`src/rtl/fetch_queue_pkg.sv`:
```
// Shared types and constants for the instruction-fetch front end.
package fetch_pkg;

  typedef enum logic [1:0] {
    IDLE,
    REQ,
    DRAIN
  } fetch_state_e;

  localparam logic [31:0] NOP_INSTR        = 32'h0000_0000;
  localparam logic [31:0] RESET_PC_DEFAULT = 32'h0000_0000;

  typedef struct packed {
    logic [31:0] instr;
    logic [31:0] pc_plus4;
  } fetch_entry_t;

  function automatic logic [31:0] word_align(input logic [31:0] a);
    return a & ~32'h0000_0003;
  endfunction

endpackage

```
`src/rtl/fetch_queue_if.sv`:
```
// Instruction-memory req/ack handshake between fetch_queue (master) and memory (slave).
interface fetch_queue_if;
  logic        imem_req;
  logic [31:0] imem_addr;
  logic        imem_ack;
  logic [31:0] imem_rdata;

  modport master (output imem_req, imem_addr, input  imem_ack, imem_rdata);
  modport slave  (input  imem_req, imem_addr, output imem_ack, imem_rdata);
endinterface

```
`src/rtl/fetch_queue_fifo.sv`:
```
// Synchronous FIFO with clear; pointers wrap modulo DEPTH, full/empty come from count.
module fetch_fifo #(
  parameter int unsigned DEPTH = 4,
  parameter int unsigned WIDTH = 64,
  parameter int unsigned CNT_W = $clog2(DEPTH + 1)
) (
  input  logic             clk,
  input  logic             rst,
  input  logic             clear,
  input  logic             push,
  input  logic             pop,
  input  logic [WIDTH-1:0] din,
  output logic [WIDTH-1:0] head,
  output logic [CNT_W-1:0] count
);
  localparam int unsigned PTR_W = $clog2(DEPTH);

  logic [WIDTH-1:0] mem [DEPTH];
  logic [PTR_W-1:0] rd_ptr;
  logic [PTR_W-1:0] wr_ptr;

  always_ff @(posedge clk) begin
    if (!rst || clear) begin
      rd_ptr <= '0;
      wr_ptr <= '0;
      count  <= '0;
    end else begin
      if (push) wr_ptr <= wr_ptr + PTR_W'(1);
      if (pop)  rd_ptr <= rd_ptr + PTR_W'(1);
      case ({push, pop})
        2'b10:   count <= count + CNT_W'(1);
        2'b01:   count <= count - CNT_W'(1);
        default: count <= count;
      endcase
    end
  end

  always_ff @(posedge clk) begin
    if (rst && !clear && push) mem[wr_ptr] <= din;
  end

  assign head = mem[rd_ptr];

endmodule

```
`src/rtl/fetch_queue.sv`:
```
// Fetch front end: one outstanding imem request, word FIFO tagged with PC+4, redirect flush.
// Optional zero-latency bypass of an ack into an empty queue: define FETCH_BYPASS_EN.
module fetch_queue
  import fetch_pkg::*;
#(
  parameter int unsigned DEPTH    = 4,
  parameter logic [31:0] RESET_PC = RESET_PC_DEFAULT,
  parameter int unsigned CNT_W    = $clog2(DEPTH + 1)
) (
  input  logic             clk,
  input  logic             rst,
  fetch_queue_if.master    imem,
  input  logic             redirect,
  input  logic [31:0]      redirect_pc,
  input  logic             stall,
  output logic             valid,
  output logic [31:0]      instr,
  output logic [31:0]      pc_plus4,
  output logic [CNT_W-1:0] count
);
  localparam logic [CNT_W-1:0] DEPTH_C = CNT_W'(DEPTH);

  fetch_state_e state_q, state_d;
  logic [31:0]  fetch_pc_q, fetch_pc_d;
  logic [31:0]  drain_addr_q, drain_addr_d;
  logic         fifo_empty, ack_ok, bypass, push, pop;
  logic [CNT_W-1:0] count_after;
  fetch_entry_t fifo_din, head;

  assign fifo_empty = (count == '0);
  assign ack_ok     = (state_q == REQ) && imem.imem_ack;

`ifdef FETCH_BYPASS_EN
  assign bypass = ack_ok && fifo_empty && !redirect && !stall;
`else
  assign bypass = 1'b0;
`endif

  assign push        = ack_ok && !redirect && !bypass;
  assign pop         = !fifo_empty && !stall && !redirect;
  assign count_after = count + CNT_W'(push) - CNT_W'(pop);
  assign fifo_din    = '{instr: imem.imem_rdata, pc_plus4: fetch_pc_q + 32'd4};

  fetch_fifo #(
    .DEPTH (DEPTH),
    .WIDTH ($bits(fetch_entry_t)),
    .CNT_W (CNT_W)
  ) u_fifo (
    .clk   (clk),
    .rst   (rst),
    .clear (redirect),
    .push  (push),
    .pop   (pop),
    .din   (fifo_din),
    .head  (head),
    .count (count)
  );

  always_ff @(posedge clk) begin
    if (!rst) begin
      state_q      <= IDLE;
      fetch_pc_q   <= RESET_PC;
      drain_addr_q <= '0;
    end else begin
      state_q      <= state_d;
      fetch_pc_q   <= fetch_pc_d;
      drain_addr_q <= drain_addr_d;
    end
  end

  // DRAIN keeps presenting the abandoned address while fetch_pc already holds the redirect target.
  always_comb begin
    state_d        = state_q;
    fetch_pc_d     = fetch_pc_q;
    drain_addr_d   = drain_addr_q;
    imem.imem_req  = 1'b0;
    imem.imem_addr = fetch_pc_q;
    case (state_q)
      IDLE: begin
        if (!redirect && (count < DEPTH_C)) state_d = REQ;
      end
      REQ: begin
        imem.imem_req = 1'b1;
        if (redirect) begin
          drain_addr_d = fetch_pc_q;
          state_d      = imem.imem_ack ? IDLE : DRAIN;
        end else if (imem.imem_ack) begin
          fetch_pc_d = fetch_pc_q + 32'd4;
          state_d    = (count_after < DEPTH_C) ? REQ : IDLE;
        end
      end
      DRAIN: begin
        imem.imem_req  = 1'b1;
        imem.imem_addr = drain_addr_q;
        if (imem.imem_ack) state_d = IDLE;
      end
      default: state_d = IDLE;
    endcase
    if (redirect) fetch_pc_d = word_align(redirect_pc);
  end

  always_comb begin
    valid    = !fifo_empty;
    instr    = head.instr;
    pc_plus4 = head.pc_plus4;
    if (bypass) begin
      valid    = 1'b1;
      instr    = imem.imem_rdata;
      pc_plus4 = fetch_pc_q + 32'd4;
    end else if (fifo_empty) begin
      instr    = NOP_INSTR;
      pc_plus4 = '0;
    end
  end

endmodule

```
`src/flat_wrapper.sv`:
```
// flat-port wrapper written by rule: the top's interface ports become plain ports
module fetch_queue_flat import fetch_pkg::*;
#(
  parameter int unsigned DEPTH    = 4,
  parameter logic [31:0] RESET_PC = RESET_PC_DEFAULT,
  parameter int unsigned CNT_W    = $clog2(DEPTH + 1)
)
  (clk, rst, redirect, redirect_pc, stall, valid, instr, pc_plus4, count, imem_imem_req, imem_imem_addr, imem_imem_ack, imem_imem_rdata);
  fetch_queue_if imem_i ();
  input  logic clk;
  input  logic rst;
  input  logic redirect;
  input  logic [31:0] redirect_pc;
  input  logic stall;
  output logic valid;
  output logic [31:0] instr;
  output logic [31:0] pc_plus4;
  output logic [CNT_W-1:0] count;
  output wire logic [$bits(imem_i.imem_req)-1:0] imem_imem_req;
  output wire logic [$bits(imem_i.imem_addr)-1:0] imem_imem_addr;
  input wire logic [$bits(imem_i.imem_ack)-1:0] imem_imem_ack;
  input wire logic [$bits(imem_i.imem_rdata)-1:0] imem_imem_rdata;
  assign imem_imem_req = imem_i.imem_req;
  assign imem_imem_addr = imem_i.imem_addr;
  assign imem_i.imem_ack = imem_imem_ack;
  assign imem_i.imem_rdata = imem_imem_rdata;
  fetch_queue #(.DEPTH(DEPTH), .RESET_PC(RESET_PC), .CNT_W(CNT_W)) u_core (.clk(clk), .rst(rst), .imem(imem_i), .redirect(redirect), .redirect_pc(redirect_pc), .stall(stall), .valid(valid), .instr(instr), .pc_plus4(pc_plus4), .count(count));
endmodule
```
`config.mk`:
```
export PLATFORM = sky130hd
export DESIGN_NAME = fetch_queue_flat
export DESIGN_NICKNAME = d
export VERILOG_FILES = /design/src/rtl/fetch_queue_pkg.sv /design/src/rtl/fetch_queue_if.sv /design/src/rtl/fetch_queue_fifo.sv /design/src/rtl/fetch_queue.sv /design/src/flat_wrapper.sv
export SDC_FILE = /design/constraint.sdc
export NUM_CORES = 1
export LEC_CHECK = 0
export CAP_MARGIN = 30
export CORE_MARGIN = 2
export CORE_UTILIZATION = 40
export DETAILED_ROUTE_END_ITERATION = 10
export RECOVER_POWER = 50
export SLEW_MARGIN = 25
export SYNTH_ARGS = -nofsm -noshare
export SYNTH_HDL_FRONTEND = slang
export SYNTH_HIERARCHICAL = 1
export SYNTH_SLANG_ARGS = --single-unit
```
`constraint.sdc`:
```
create_clock -name clk -period 4.79 [get_ports clk]
set_input_delay 1.1975 -clock clk [delete_from_list [all_inputs] [get_ports clk]]
set_output_delay 1.1975 -clock clk [all_outputs]
set_load 0.03 [all_outputs]
```
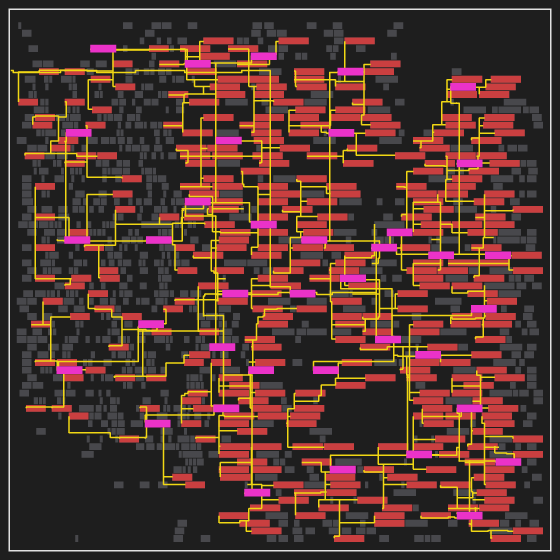
**Above:** run 1 (routed clock nets over the placement).
legend:
  red:
    item: flip-flops
    count: 327
  magenta:
    item: clock-net drivers
    count: 37
  yellow:
    item: clock wires
    length: 4110 um
routed clock nets: 38
flops lie: widely spread

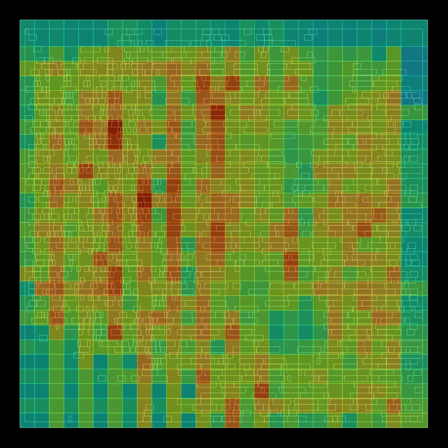
**Above:** run 1 (routing congestion map).
Total GRT Usage: 17.4%
Post-Route Utilization: 50.0%
met1 GRT Util: 24.3%
gr busiest metal: met2
Routed WL per cell: 19.6 um

==> deck_impl_summary.md, run 1 <==
Key Metrics from the Run

Status
  – Status: finished with violations
  – Failing checks: max-capacitance violations, max-slew violations

Worst setup path
  – FF-to-FF Start: u_core/state_q[1]
  – Reg-to-Reg End: u_core/u_fifo/mem[1][38]
  – R2r setup slk: about 1.5 ns
  – CP Cell Sequence: buf_12, mux4_1, and2_1, clkdlybuf4s50_1
  – WS Path Type: register to primary output
  – CP arrival: roughly 2.9 ns
  – CP top delay family: buffers and inverters
  – Slowest CP cell: dfxtp_4
  – CP Max Fanout: 27
  – Kind of end point of the critical path: primary output
  – Buf+Inv Stages, Crit Path: 2

Synth
  – Top cell area share: roughly 54%
  – Flops out of synthesis: ~330
  – Post-synth area from yosys stat: 0.0141 sq mm
  – Commonest cells post-synth: edfxtp_1 (256), nand2_1 (93), dfxtp_1 (71)
  – Synth Area per Inst: ~14 sq um
  – # Cells Yosys: roughly 970
  – Yosys top cell by instances: edfxtp_1
  – Adder-Cell Fraction of Synth Area: 1.12%
  – Cell area after synthesis: 0.0141 sq mm
  – Ao+oa area frac: ~4.7%
  – Top cells by area: edfxtp_1 (54%), dfxtp_1 (10%), mux4_2 (9.6%)

Layout
  – Layout Nets: between 1000 and 1500
  – Final non-filler cell area: around 0.017 sq mm
  – Diodes inserted: 0
  – Fill cell count: around 3000

Clocking
  – CTS tree: done
  – Clock Path Buffers: 3
  – Clk ins delay skew pair: between 0.5 and 0.6 ns
  – Hold_buf cts: 0
  – Post-CTS Setup Inserts: 0
  – H-tree depth: 2
  – Cts bufs inserted: 37

Timing
  – Crit share post-route: approximately 85%
  – Worst setup margin: roughly 0.71 ns
  – Setup repair after global routing missed its margin: no
  – Fin. max-slew vios: 49
  – Worst Skew: between 0.015 and 0.02 ns
  – Final Hold Fails: 0
  – Final setup viols: 0
  – Setup TNS: 0 ns

Route
  – Top Metal Used: met4
  – Met2 routed WL: 14.9 mm
  – Drt via density: between 5 and 6

Flow run
  – Max-Cap Viols: 1

Floorplanning
  – Die area: 0.0368 sq mm
  – Initial Util: about two fifths
  – I/O pins: 170
  – Die X-Extent: 192 um

Pwr
  – VDD IR-drop max: around 0.23 mV
  – Tot Pwr: between 6 and 7 mW
  – Leak: 5.59 nW

Hold path
  – Worst hold path stage count: 2
  – Min-Delay Startpoint: u_core/drain_addr_q[25]

Global route
  – GR Overflow Total: 0
  – Antenna violations before repair: 0

Placed design
  – Dpl cell area: 0.0162 sq mm
  – GP Congestion: between 0.8 and 0.9
  – Placed cells: 1545
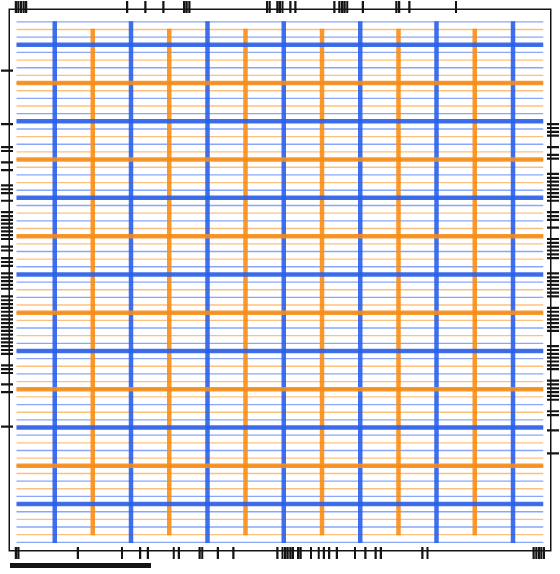
**Above:** run 1 (supply network).
Bar = 50 um. Pins as bars on the die edge.
legend:
  blue:
    net: VSS
  orange:
    net: VDD
met1 rails: 69
met5 straps: 13

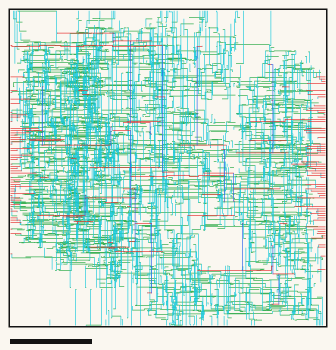
**Above:** run 1 (wiring by layer).
Bar = 50 um.
legend:
  red:
    layer: M3
    wire_length: 1640 um
  green:
    layer: M1
    wire_length: 14500 um
  blue:
    layer: M4
    wire_length: 543 um
  cyan:
    layer: M2
    wire_length: 14900 um

-- run 1: cells in the final DEF (no fill, tap or decap), types with 5 or more instances in the layout --
master | synthesis | layout
a21oi_1 | 44 | 44
a311oi_1 | 5 | 5
a31oi_1 | 10 | 10
and2_1 | 66 | 65
and3_1 | 10 | 7
and4_1 | 6 | 6
buf_12 | 6 | 7
buf_4 | 4 | 8
clkbuf_1 | 45 | 14
clkbuf_16 | 0 | 39
clkdlybuf4s50_1 | 0 | 130
clkinv_1 | 0 | 7
conb_1 | 1 | 10
dfxtp_1 | 71 | 69
dlygate4sd3_1 | 0 | 35
edfxtp_1 | 256 | 256
ha_1 | 11 | 10
inv_1 | 19 | 19
mux2_2 | 26 | 26
mux4_2 | 60 | 60
nand2_1 | 93 | 93
nand2b_1 | 5 | 5
nand3_1 | 17 | 17
nand4_1 | 10 | 11
nor2_1 | 31 | 31
nor2b_1 | 5 | 5
nor3_1 | 12 | 12
nor4_1 | 9 | 9
o21ai_0 | 34 | 34
o31ai_1 | 7 | 7
or3_1 | 6 | 5
or4_1 | 12 | 12
xnor2_1 | 21 | 21
xor2_1 | 24 | 24
-- run 1: cells by family (layout without fill, tap and decap cells) --
kind of cell | Yosys count | in the layout
flops | 327 | 327
simple gates | 287 | 287
compound gates | 112 | 112
buf+inv | 98 | 272
mux | 92 | 92
xor+xnor | 45 | 45
fa+ha+maj | 12 | 12
other cells | 1 | 10
-- run 1: state kept, by name, indices dropped and copies added (netlist names), named ones only --
register and cells:
u_core/fetch_pc_q 30, u_core/u_fifo/mem 256, u_core/u_fifo/count 3, u_core/drain_addr_q 30
u_core/u_fifo/wr_ptr 2, u_core/state_q 2, u_core/u_fifo/rd_ptr 2
-- run 1: worst min path at each step --
stage	end	slack (ns)
2_1_floorplan	u_core/drain_addr_q[10]	0.43
6_report	u_core/drain_addr_q[25]	0.45
3_5_place_dp	u_core/drain_addr_q[25]	0.44
3_3_place_gp	u_core/drain_addr_q[11]	0.44
5_1_grt	u_core/drain_addr_q[25]	0.47
4_1_cts	u_core/drain_addr_q[25]	0.45
-- run 1: per-layer routing --
layer / vias to the layer above / GRT usage [%]
li1: 3962 / -
met1: 4170 / 24.3
met2: 194 / 28.5
met3: 45 / 2.87
met4: 0 / 4.05
met5: - / 0
-- run 1: where the power goes --
part,internal [mW],switching [mW],leakage (nW),total (mW)
Sequential,3.10,0.0504,2.90,3.15
Combinational,0.165,0.227,2.12,0.392
Clock,1.65,1.09,0.567,2.75
-- run 1: final cells by class --
| cell class | instances | share of cell area, % |
|---|---|---|
| clock buffer | 49 | 5.85 |
| inverter | 20 | 0.433 |
| sequential | 327 | 52.6 |
| tap | 455 | 3.29 |
| multi-input combinational | 558 | 26.1 |
| timing repair buffer | 185 | 10.8 |
| clock inverter | 18 | 0.989 |
-- run 1: worst min-delay path, cell delays in order, from the launching register on --
cell,delay [ns]
dfxtp_1,0.31
nand2_1,0.05
a21oi_1,0.05
==> run 2: changes to the inputs <==
--- a/config.mk
+++ b/config.mk
@@ -6,9 +6,12 @@
 export NUM_CORES = 1
 export LEC_CHECK = 0
 export CAP_MARGIN = 30
+export CELL_PAD_IN_SITES_DETAIL_PLACEMENT = 1
+export CELL_PAD_IN_SITES_GLOBAL_PLACEMENT = 2
 export CORE_MARGIN = 2
 export CORE_UTILIZATION = 40
 export DETAILED_ROUTE_END_ITERATION = 10
+export PLACE_DENSITY_LB_ADDON = 0.1
 export RECOVER_POWER = 50
 export SLEW_MARGIN = 25
 export SYNTH_ARGS = -nofsm -noshare
==> run 2 against run 1 <==
Effect of this change:
- worst hold slack improved by 0.0018 ns
- the run now ends clean
- first-iteration DRC count fell by 22%
- critical endpoint is now pc_plus4[13]
- global-route usage rose by 1.2 points
- largest power group unchanged
- cell area fell by 0.29%
- critical path type unchanged
- critical path depth did not move
==> deck_impl_summary.md, run 2 <==
Key Metrics from the Run

Synth
  – Top cells by area: edfxtp_1 (54%), dfxtp_1 (10%), mux4_2 (9.6%)
  – Top cell area share: 54.4% (unchanged)
  – Commonest cells post-synth: edfxtp_1 (256), nand2_1 (93), dfxtp_1 (71)
  – Post-synth area from yosys stat: 0.0141 sq mm (unchanged)
  – Cell area after synthesis: 0.0141 sq mm (unchanged)
  – Yosys top cell by instances: edfxtp_1
  – Synth Area per Inst: 14.5 sq um (unchanged)
  – # Cells Yosys: 974 (unchanged)

Clocking
  – Cts bufs inserted: 37 (unchanged)
  – Post-CTS Setup Inserts: 0 (unchanged)

Worst setup path
  – FF-to-FF Start: u_core/state_q[1]
  – CP arrival: 2.80 ns (-0.09 ns)
  – CP Max Fanout: 42 (+56%)
  – CP Cell Sequence: or3_2, buf_12, and2_1, clkdlybuf4s50_1

Floorplanning
  – I/O pins: 170 (unchanged)
  – Die area: 0.0368 sq mm (unchanged)

Timing
  – Setup repair after global routing missed its margin: no
  – Worst Skew: 0.0146 ns (-0.00252 ns)
  – Setup TNS: 0 ns (unchanged)
  – Crit share post-route: 83.5% (-1.7 points)
  – Fin. max-slew vios: 0 (-100%)
  – Final setup viols: 0 (unchanged)
  – Final Hold Fails: 0 (unchanged)

Pwr
  – Clock network power share: 43.0% (-0.7 points)
  – Sw Share: 22.1% (+0.32 points)
  – Combinational power share: 6.4% (+0.2 points)
  – Pint: 4.84 mW (-1.5%)

Layout
  – Most common logic cell in the routed design: edfxtp_1
  – Regs by FF count: u_core/u_fifo/mem x256, u_core/drain_addr_q x30, u_core/fetch_pc_q x30
  – Diodes inserted: 0 (unchanged)
  – Number of flip-flops under the largest register name: 256 (unchanged)
  – Layout Nets: 1210 (unchanged)

Placed design
  – GP Congestion: 0.781 (-6.1%)

Global route
  – Antenna violations before repair: 1 (+1)

Hold path
  – Worst hold path stage count: 2 (unchanged)
  – Min-Delay Startpoint: u_core/drain_addr_q[5]

Status
  – Status: complete, no violations

Route
  – Met2 routed WL: 15.9 mm (+6.3%)
  – Top Metal Used: met5

Flow run
  – Max-Cap Viols: 0 (-1)
==> run 2: cell types whose count changed in the layout (fill, tap and decap cells not counted), moves of 2 or more <==
| cell | before | now |
|---|---|---|
| clkbuf_16 | 39 | 37 |
| clkbuf_1 | 14 | 6 |
| and3_1 | 7 | 10 |
| clkinvlp_4 | 3 | 1 |
| clkinv_2 | 3 | 9 |
| buf_4 | 8 | 12 |
| and3_2 | 3 | 0 |
==> run 2: cell families after synthesis <==
logic type	share of synthesized area [%]
XOR/XNOR	2.79
AND-OR/OR-AND	4.68
flip-flops	64.5
adder cells (fa/ha/maj)	1.12
other	0.0266
multiplexers	12.5
buffers and inverters	3.70
AND/OR/NAND/NOR	10.6
==> run 2: routing by layer <==
metal,vias to the layer above,global-route usage (%)
li1,3961,-
met1,4289,25.9
met2,186,30.1
met3,43,3.27
met4,2,4.88
met5,-,0
==> run 2: final cells by class <==
class,count,share of cell area [%]
sequential,327,52.8
multi-input combinational,558,26.1
timing repair buffer,185,10.8
clock buffer,41,5.45
tap,455,3.29
clock inverter,24,1.16
inverter,20,0.434
==> run 2: power groups by stage <==
stage                     clock network [mW]  logic [mW]  registers [mW]
after detailed placement                   0       0.409            3.21
after floorplan                            0       0.251            3.17
final                                   2.67       0.397            3.15
after CTS                               2.76       0.412            3.15
after global placement                     0       0.404            3.21
after global routing                    2.87       0.434            3.15
==> run 2: worst min-delay path, stage by stage, from the launching register on <==
cell and delay, ns:
dfxtp_1 0.30, nand2_1 0.05, a21oi_1 0.05
==> run 2: stage by stage <==
stage / worst slack, ns / cells / hold WS, ns / power [mW] / utilization, %
floorplan: 0.715 / 983 / 0.433 / 3.42 / -
global placement: 1.01 / 1545 / 0.438 / 3.61 / 46.7
detailed placement: 1.03 / 1545 / 0.447 / 3.62 / 46.7
CTS: 0.736 / 1610 / 0.457 / 6.32 / 50.0
global route: 0.596 / 1610 / 0.476 / 6.46 / 49.9
finish: 0.789 / 1610 / 0.454 / 6.22 / 49.9
==> run 2: worst max path at each step <==
stage	start	end	slack, ns	depth (start not counted)
final	u_core/u_fifo/count[1]	pc_plus4[13]	0.79	4
after global routing	rst	u_core/fetch_pc_q[6]	0.60	4
after CTS	u_core/u_fifo/count[1]	pc_plus4[13]	0.74	4
after detailed placement	redirect	u_core/u_fifo/count[2]	1.03	12
after global placement	redirect	u_core/u_fifo/count[2]	1.01	12
after floorplan	redirect	u_core/u_fifo/mem[0][0]	0.72	6
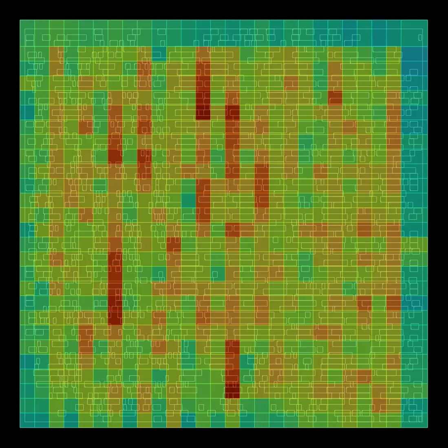
**Above:** run 2 (routing congestion map).
met2 Use GR: 30.1%
Total GRT Usage: 18.6%
Routed WL per cell: 20.8 um
Post-Route Utilization: 49.9%

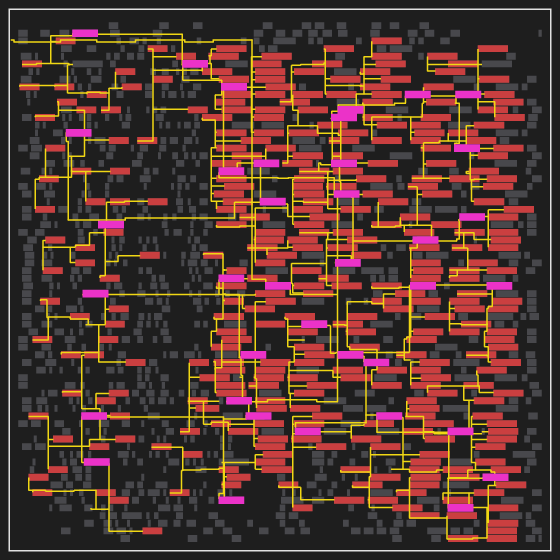
**Above:** run 2 (routed clock nets over the placement).
legend:
  yellow:
    item: clock wires
    length: 4080 um
  magenta:
    item: clock-net drivers
    count: 37
  red:
    item: flip-flops
    count: 327
flops lie: widely spread
routed clock nets: 38

No activity file was given, so power comes from the tool's default toggle rates.
